==> config.mk <==
export PLATFORM = sky130hd
export DESIGN_NAME = mem_port_arbiter_flat
export DESIGN_NICKNAME = d
export VERILOG_FILES = /design/src/rtl/mem_port_arbiter_if.sv /design/src/rtl/mem_port_arbiter.sv /design/src/flat_wrapper.sv
export SDC_FILE = /design/constraint.sdc
export NUM_CORES = 1
export LEC_CHECK = 0
export ABC_AREA = 0
export ABC_CLOCK_PERIOD_IN_PS = 4300
export CORE_MARGIN = 3
export CORE_UTILIZATION = 40
export CTS_CLUSTER_SIZE = 8
export DETAILED_ROUTE_END_ITERATION = 8
export PLACE_DENSITY = 0.79
export SLEW_MARGIN = 10
export SYNTH_ARGS = -nofsm -noshare
export SYNTH_HDL_FRONTEND = slang
export SYNTH_SLANG_ARGS = --single-unit
export TNS_END_PERCENT = 1
==> constraint.sdc <==
create_clock -name clk -period 4.3 [get_ports clk]
set_input_delay 0.86 -clock clk [delete_from_list [all_inputs] [get_ports clk]]
set_output_delay 0.86 -clock clk [all_outputs]
set_load 0.05 [all_outputs]
### Signal wires on met2

Drawn at 2 px/um.
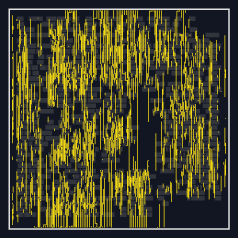
wire length on this layer	7010 um
nets with wire on the layer	690
total number of vias: 4355
DRT Wirelength: 13330 um
met2 global-route usage: 43.46%

### Congestion heat map

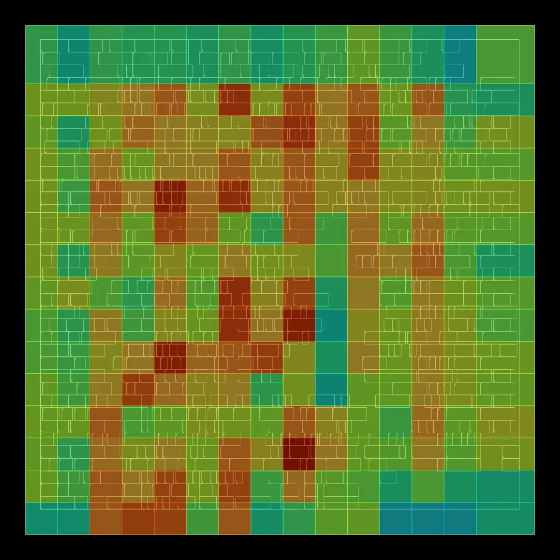
WL/cell: 15.68 um
Final Core Density: 70.31%
met1 Usage GRT: 23.57%
GRT met3 Usage: 5.388%
Most Used Layer, Global Route: met2

### Register map, names as in the netlist

Drawn at 4 px/um.
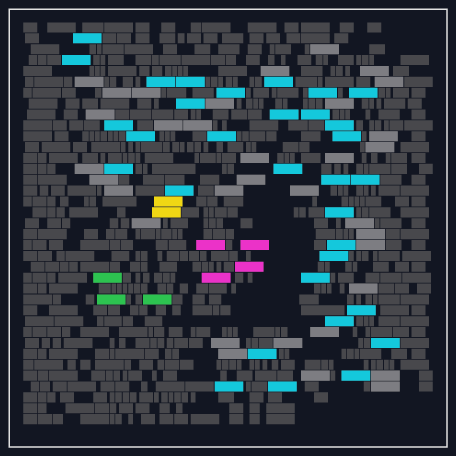
colour	netlist name	flops
cyan	u_core.i_rdata_q	32
yellow	u_core.state_q	2
green	u_core.burst_q	3
magenta	u_core.lat_q	4
not coloured	34
register area: 0.001501 mm^2
seq pwr: 712 uW
fraction of area in registers: 20.69%

==> flow_metrics.env <==
# physical design summary
export IMPL_status="finished, final reports clean"
export IMPL_drive_gt1_share_pct=24.79
export IMPL_drc=0
export IMPL_syn_area_per_cell_um2=8.174
export IMPL_n_antenna_cell=0
export IMPL_dr_pass1_iters=4
export IMPL_worstMarginPinSlew_ps=695.9
export IMPL_tap_cells=136
export IMPL_ys_flop_type="dfxtp_1"
export IMPL_highest_layer="met4"
export IMPL_top_area_cell="dfxtp_1"
export IMPL_crit_required_ps=3440
export IMPL_crit_path_end_kind="primary output"
export IMPL_setup_ws_ps=280.5
export IMPL_drt_antenna_violating_nets=0
export IMPL_setup_viol=0
export IMPL_drtIter0Drc=170
export IMPL_wl_met1_um=5064
export IMPL_core_area_mm2=0.01032
export IMPL_inv_count=10
export IMPL_fill_cells=734
export IMPL_ir_worst_vdd_uv=242.7
export IMPL_ys_sh_xor_pct=0
export IMPL_rsz0062_at_grt="false"
export IMPL_critPathKind="reg -> out"
export IMPL_flop_count=75
export IMPL_wl_met3_um=951
export IMPL_comb_cell_share_pct=34.82
export IMPL_ff2ff_setup_slack_ps=1950
export IMPL_nClkBuffers=10
export IMPL_cp_cell_sequence="inv_1 -> ha_1 -> or3b_1 -> or4b_1 -> nor2_8 -> buf_4 -> mux2_2 -> buf_4"
export IMPL_grt_pass1_wl_um=21440
export IMPL_combPwrFrac_pct=24.7
export IMPL_common_cells="nand2_1, a21oi_1, dfxtp_1, mux2_2, and2_1"
export IMPL_cts_tree="built"
export IMPL_synthTopCellsByArea="dfxtp_1, nand2_1, mux2_4"
export IMPL_holdWs_ps=454.2
export IMPL_p_int_mw=1.259
export IMPL_switchingPower_uw=512.0
export IMPL_final_nets=808
export IMPL_grt_max_degree=36
export IMPL_ys_cells=520
export IMPL_cp_depth=8
export IMPL_antenna_found_initial=0
export IMPL_crit_top_cell="buf_4"
export IMPL_synth_logic_top_family="simple AND/OR/NAND/NOR gates"
export IMPL_die_h_um=109.1
export IMPL_dominant_cells="non-clock buffers"
export IMPL_postLayoutCellArea_mm2=0.007258
export IMPL_p_seq_share_pct=40.2
export IMPL_switching_share_pct=28.91
export IMPL_dp_slack_ps=390.5
export IMPL_clk_latency_ps=340
export IMPL_slew_viol_final=0
export IMPL_fin_skew_ps=8.368
export IMPL_cp_arrival_ps=3160
export IMPL_cts_root_buf="clkbuf_8"
export IMPL_async_flop_share_pct=0
export IMPL_synthCells=520
export IMPL_adder_share_pct=2.355
export IMPL_netlist_area_leader_share_pct=35.33
export IMPL_clkTransAtPathRegs_ps=80
export IMPL_layout_top_cells="nand2_1, clkdlybuf4s50_1, a21oi_1, dfxtp_1, buf_12"
export IMPL_edf_count=0
export IMPL_postCtsSetupRepairBufs=0
export IMPL_num_rows=37
export IMPL_ys_flops=75
export IMPL_ctsResizeCount=0
export IMPL_grt_use_total_pct=22.67
export IMPL_synth_area_mm2=0.004250
export IMPL_chipArea_mm2=0.01190
export IMPL_ios=205
export IMPL_cp_start_kind="flip-flop"
export IMPL_h_tree_depth=3
export IMPL_maxCapViolCount=0
export IMPL_cts_buffers=9
export IMPL_layout_top_cell="nand2_1"
export IMPL_holdBufCountCts=0
export IMPL_top_cell="nand2_1"
export IMPL_initial_core_util_pct=41.17
export IMPL_power_share_clock_pct=35.1
export IMPL_gp_congestion=0.7977
export IMPL_cp_max_fo=10
export IMPL_logic_gates=396
export IMPL_nNonClkBuffers=217
export IMPL_critical_path_top_delay_family="simple AND/OR/NAND/NOR gates"
export IMPL_cpPeakStageDelay_ps=640
export IMPL_min_period_ps=4019
export IMPL_finalHoldViolCount=0
export IMPL_logic_area_mm2=0.002527
export IMPL_port_buffers=204
export IMPL_aoi_share_pct=13.10
export IMPL_tns_ps=0
export IMPL_cts_buffer_depth=2
export IMPL_syn_nets=619
export IMPL_ys_types=39
export IMPL_dpl_cell_area_mm2=0.007024
==> worst register-to-register path: cells and delay by family, from the launching register on <==
family                     cells  cell delay [ps]
and+or+nand+nor                3             1270
buffers and inverters          2              380
DFF                            1              330
adders and majority gates      1              190
AOI/OAI and AO/OA              1               60
==> power groups by stage <==
| stage | sequential, mW | combinational, mW | clock, mW |
|---|---|---|---|
| after floorplan | 0.726 | 0.209 | 0 |
| after global placement | 0.728 | 0.430 | 0 |
| after detailed placement | 0.728 | 0.438 | 0 |
| after CTS | 0.712 | 0.439 | 0.633 |
| after global routing | 0.714 | 0.464 | 0.663 |
| final | 0.712 | 0.437 | 0.621 |
Power figures rest on the tool's default switching activity, not on a simulated workload.
